### config.mk
export PLATFORM = sky130hd
export DESIGN_NAME = bus_region_decoder
export DESIGN_NICKNAME = d
export VERILOG_FILES = /design/src/rtl/bus_region_decoder_pkg.sv /design/src/rtl/bus_region_decoder_match.sv /design/src/rtl/bus_region_decoder.sv
export SDC_FILE = /design/constraint.sdc
export NUM_CORES = 1
export LEC_CHECK = 0
export CAP_MARGIN = 5
export CORE_UTILIZATION = 35
export CTS_CLUSTER_SIZE = 28
export DETAILED_ROUTE_END_ITERATION = 10
export GPL_TIMING_DRIVEN = 0
export HOLD_SLACK_MARGIN = 0.06
export PLACE_DENSITY = 0.68
export SLEW_MARGIN = 25
export SYNTH_ARGS = -nofsm -noshare
export SYNTH_HDL_FRONTEND = slang
export SYNTH_SLANG_ARGS = --single-unit
### constraint.sdc
create_clock -name clk -period 2 [get_ports clk]
set_input_delay 0.2 -clock clk [delete_from_list [all_inputs] [get_ports clk]]
set_output_delay 0.2 -clock clk [all_outputs]
set_load 0.005 [all_outputs]
### src/rtl/bus_region_decoder_pkg.sv
// bus_map_pkg: FSM state encoding and the default system memory map shared by the decoder and its users
package bus_map_pkg;

    typedef enum logic [1:0] {
        IDLE   = 2'd0,
        DECODE = 2'd1,
        BUSY   = 2'd2,
        DONE   = 2'd3
    } state_t;

    localparam logic [31:0] TEXT_BASE     = 32'h0000_0000;
    localparam logic [31:0] TEXT_MASK     = 32'hFFFF_8000;
    localparam logic [31:0] DATA_BASE     = 32'h0000_6000;
    localparam logic [31:0] DATA_MASK     = 32'hFFFF_E000;
    localparam logic [31:0] REGS_BASE     = 32'h1000_0000;
    localparam logic [31:0] REGS_MASK     = 32'hFFFF_F000;
    localparam logic [31:0] TEXTRAM_BASE  = 32'h1000_2000;
    localparam logic [31:0] TEXTRAM_MASK  = 32'hFFFF_E000;
    localparam logic [31:0] GRAPHRAM_BASE = 32'h1001_0000;
    localparam logic [31:0] GRAPHRAM_MASK = 32'hFFFF_0000;
    localparam logic [31:0] DMARAM_BASE   = 32'h1002_0000;
    localparam logic [31:0] DMARAM_MASK   = 32'hFFFF_FE00;
    localparam logic [31:0] BIOS_BASE     = 32'h1FC0_0000;
    localparam logic [31:0] BIOS_MASK     = 32'hFFC0_0000;

    // Slot 7 of the eight-window system map is parked on the top page, which no master uses
    localparam logic [31:0] SPARE_BASE    = 32'hFFFF_F000;
    localparam logic [31:0] SPARE_MASK    = 32'hFFFF_F000;

    // Packed eight-window map, region 0 in the low word (TEXT wins its overlap with DATA)
    localparam logic [8*32-1:0] SYS_BASE = {SPARE_BASE, BIOS_BASE, DMARAM_BASE, GRAPHRAM_BASE,
                                            TEXTRAM_BASE, REGS_BASE, DATA_BASE, TEXT_BASE};
    localparam logic [8*32-1:0] SYS_MASK = {SPARE_MASK, BIOS_MASK, DMARAM_MASK, GRAPHRAM_MASK,
                                            TEXTRAM_MASK, REGS_MASK, DATA_MASK, TEXT_MASK};

    // A wait field of all ones hands completion to the peripheral acknowledge
    localparam logic [3:0] WAIT_EXT = 4'hF;

endpackage

### src/rtl/bus_region_decoder_match.sv
// region_match: fixed-priority base/mask window match, lowest index wins
module region_match #(
    parameter int ADDR_W   = 32,
    parameter int N_REGION = 8,
    parameter logic [N_REGION*ADDR_W-1:0] BASE = '0,
    parameter logic [N_REGION*ADDR_W-1:0] MASK = '0
) (
    input  logic [ADDR_W-1:0]   addr,
    output logic [N_REGION-1:0] hit,
    output logic                miss
);

    // Scan from the top so a lower-index hit overwrites any higher one
    always_comb begin
        hit = '0;
        for (int i = N_REGION - 1; i >= 0; i--)
            if ((addr & MASK[i*ADDR_W +: ADDR_W]) == (BASE[i*ADDR_W +: ADDR_W] & MASK[i*ADDR_W +: ADDR_W])) begin
                hit = '0;
                hit[i] = 1'b1;
            end
    end

    assign miss = ~|hit;

endmodule

### src/rtl/bus_region_decoder.sv
// bus_region_decoder: registered region decode with wait states, ack/timeout and fault log; DECODE_PIPE_EN adds a decode pipeline stage
module bus_region_decoder
    import bus_map_pkg::*;
#(
    parameter int ADDR_W   = 32,
    parameter int N_REGION = 8,
    parameter logic [N_REGION*ADDR_W-1:0] REGION_BASE = {N_REGION{32'h0}},
    parameter logic [N_REGION*ADDR_W-1:0] REGION_MASK = {N_REGION{32'hFFFF_F000}},
    parameter int WAIT_W   = 4,
    parameter logic [N_REGION*WAIT_W-1:0] REGION_WAIT = {N_REGION{4'h0}},
    parameter int TIMEOUT  = 255
) (
    input  logic                clk,
    input  logic                rst_n,
    input  logic                req_valid,
    input  logic [ADDR_W-1:0]   req_addr,
    input  logic                req_we,
    output logic                req_done,
    output logic                req_err,
    output logic [N_REGION-1:0] region_sel,
    output logic                sel_we,
    input  logic [N_REGION-1:0] periph_ack,
    output logic                err_valid,
    output logic [ADDR_W-1:0]   err_addr,
    output logic                err_timeout,
    input  logic                err_clr
);

    localparam int TW = $clog2(TIMEOUT + 1);
    localparam logic [TW-1:0] T_LAST = TW'(TIMEOUT - 1);

    state_t              state;
    logic [N_REGION-1:0] hit;
    logic [N_REGION-1:0] dec_hit;
    logic                miss;
    logic                dec_miss;
    logic                dec_go;
    logic                pipe_go;
    logic [WAIT_W-1:0]   wait_sel;
    logic [WAIT_W-1:0]   cnt;
    logic [TW-1:0]       tcnt;
    logic                ext;
    logic                ack_hit;
    logic                busy_end;
    logic                miss_fault;
    logic                to_fault;
    logic [ADDR_W-1:0]   acc_addr;

    region_match #(
        .ADDR_W   (ADDR_W),
        .N_REGION (N_REGION),
        .BASE     (REGION_BASE),
        .MASK     (REGION_MASK)
    ) u_match (
        .addr (req_addr),
        .hit  (hit),
        .miss (miss)
    );

`ifdef DECODE_PIPE_EN
    logic [N_REGION-1:0] hit_q;
    logic                miss_q;

    // Register the match result so the priority scan is cut from the FSM path
    always_ff @(posedge clk or negedge rst_n)
        if (!rst_n) begin
            hit_q  <= '0;
            miss_q <= 1'b0;
        end else if (state == IDLE && req_valid) begin
            hit_q  <= hit;
            miss_q <= miss;
        end

    assign dec_hit  = hit_q;
    assign dec_miss = miss_q;
    assign dec_go   = state == DECODE;
    assign pipe_go  = req_valid;
`else
    assign dec_hit  = hit;
    assign dec_miss = miss;
    assign dec_go   = state == IDLE && req_valid;
    assign pipe_go  = 1'b0;
`endif

    // Wait count of the winning window; the hit vector is one-hot or zero
    always_comb begin
        wait_sel = '0;
        for (int i = 0; i < N_REGION; i++)
            wait_sel = wait_sel | (dec_hit[i] ? REGION_WAIT[i*WAIT_W +: WAIT_W] : '0);
    end

    assign ack_hit    = |(periph_ack & region_sel);
    assign busy_end   = ext ? (ack_hit || tcnt == T_LAST) : (cnt == '0);
    assign miss_fault = dec_go && dec_miss;
    assign to_fault   = state == BUSY && ext && !ack_hit && tcnt == T_LAST;

    // Access sequencer: accept, hold the select through the wait, pulse completion
    always_ff @(posedge clk or negedge rst_n)
        if (!rst_n) begin
            state      <= IDLE;
            region_sel <= '0;
            sel_we     <= 1'b0;
            req_done   <= 1'b0;
            req_err    <= 1'b0;
            cnt        <= '0;
            tcnt       <= '0;
            ext        <= 1'b0;
            acc_addr   <= '0;
        end else begin
            req_done <= 1'b0;
            req_err  <= 1'b0;
            case (state)
                IDLE, DECODE:
                    if (dec_go) begin
                        if (dec_miss) begin
                            state    <= DONE;
                            req_done <= 1'b1;
                            req_err  <= 1'b1;
                        end else begin
                            state      <= BUSY;
                            region_sel <= dec_hit;
                            sel_we     <= req_we;
                            cnt        <= wait_sel;
                            ext        <= &wait_sel;
                            tcnt       <= '0;
                            acc_addr   <= req_addr;
                        end
                    end else if (pipe_go) begin
                        state <= DECODE;
                    end
                BUSY:
                    if (busy_end) begin
                        state    <= DONE;
                        req_done <= 1'b1;
                        req_err  <= ext && !ack_hit;
                    end else begin
                        cnt  <= cnt - 1'b1;
                        tcnt <= tcnt + 1'b1;
                    end
                DONE: begin
                    state      <= IDLE;
                    region_sel <= '0;
                    sel_we     <= 1'b0;
                end
                default: state <= IDLE;
            endcase
        end

    // Sticky fault log: first fault wins, a clear beats a simultaneous fault
    always_ff @(posedge clk or negedge rst_n)
        if (!rst_n) begin
            err_valid   <= 1'b0;
            err_addr    <= '0;
            err_timeout <= 1'b0;
        end else if (err_clr) begin
            err_valid   <= 1'b0;
            err_addr    <= '0;
            err_timeout <= 1'b0;
        end else if ((miss_fault || to_fault) && !err_valid) begin
            err_valid   <= 1'b1;
            err_addr    <= miss_fault ? req_addr : acc_addr;
            err_timeout <= to_fault;
        end

endmodule
Fig. 1: met2 routing
Cells faint in the background.
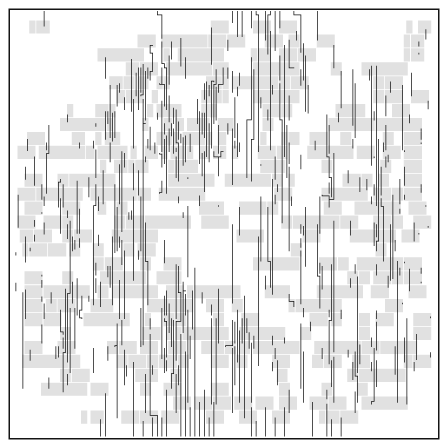
wire length on this layer = 2480 microns
nets with wire on the layer = 292
longest straight run = 47.9 microns
GRT met2 Usage: 0.2653
wirelength, routed: 5238 microns
routed vias: 1791

Fig. 2: gate-type map
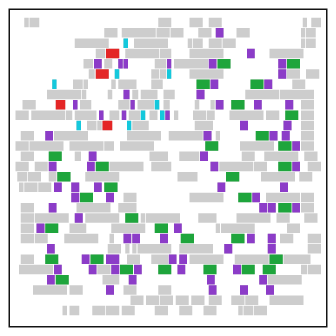
red -> non-inverting ao/oa cells  # cells 4
cyan -> inv cells  # cells 9, most used inv_1
green -> mux cells  # cells 32, most used mux2i_1
purple -> nand cells  # cells 75, most used nand2b_1, where all over the die

Fig. 3: metal 3
Scale bar: 20 microns.
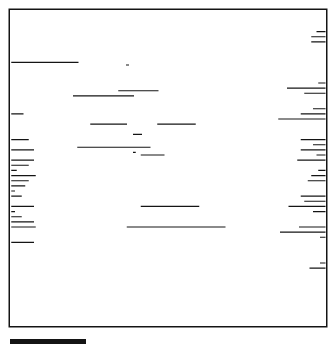
nets with wire on the layer = 48
main direction = horizontal
wire length on this layer = 330 microns
share of all routed wire = 6.3%
GR Util met3: 0.04649

-- state kept, by name, summed over array words and instances, names as in the netlist --
name / flops
req_done: 1
err_valid: 1
sel_we: 1
cnt: 4
region_sel: 1
state: 2
req_err: 1
err_addr: 32
-- worst reg2reg max path: stages (launching register included) --
cell and delay, ns:
dfrtp_1 0.43, or3b_2 0.51, nor2_1 0.11, o21a_1 0.12, buf_4 0.16, buf_8 0.17, mux2i_1 0.21
-- layout make-up --
cell class / count / share of cell area
repair buffers: 74 / 0.2277
well taps: 77 / 0.02942
clock buffers: 6 / 0.02216
multi-input cells: 153 / 0.3366
plain buffers: 21 / 0.04509
inverters: 9 / 0.01032
flip-flops and latches: 43 / 0.3286
-- final timing paths --
kind / cells past startpoint / slack (ns) / end / from
worst max-delay path: 7 / 0.20 / err_addr[9]$_DFFE_PN0P_ / req_valid
worst min-delay path: 2 / 0.28 / err_valid$_DFFE_PN0P_ / err_clr
worst max register to register: 6 / 0.21 / err_addr[9]$_DFFE_PN0P_ / state[0]$_DFFE_PN0P_
worst min register to register: 1 / 0.50 / region_sel[0]$_DFFE_PN0P_ / region_sel[0]$_DFFE_PN0P_
max in group asynchronous: 3 / 1.09 / sel_we$_DFFE_PN0P_ / rst_n
min in group asynchronous: 2 / 0.41 / err_addr[10]$_DFFE_PN0P_ / rst_n
-- cells in the mapped netlist, drive strengths merged --
library cell	number
o21ai	3
o221ai	2
nand3	2
a21oi	2
or3b	1
o21a	1
nor3	1
or2b	1
clkbuf	8
a221o	1
dfrtp	43
buf	13
o311ai	2
a22oi	1
nor3b	1
inv	9
o211ai	1
and2	1
a2111oi	2
o311a	1
nor4	5
mux2i	32
or3	1
o21bai	2
nand2b	65
conb	1
ha	2
and3	1
nand2	8
a21o	1
nor2	5
==> notes.md <==
impl run done, here's what came out: outcome complete, no violations, Top-area cell share 0.4621, Nets 354, Yosys chip area about 0.0023 sq mm, Avg Synthesized Cell Area 10.63 sq um, pre-CTS setup slack -0.1338 ns, TNS Setup 0 ns, cells after synthesis 219, final hold vios 0, CTS Sinks between 40 and 50, WS Path Type primary input to flop, CP arrival between 2 and 2.5 ns, area delta synth->final 40.62%, I/O pin count about 90, Top Usage Layer GRT met2, Synth Cell Area 0.002328 sq mm, Logic pwr share 0.280, pwr dens 638.5 mW/mm^2, cell-internal power 1.528 mW, XORs/XNORs by Area 0, global-route wire length before repair 8976 microns
Power figures rest on the tool's default switching activity, not on a simulated workload.
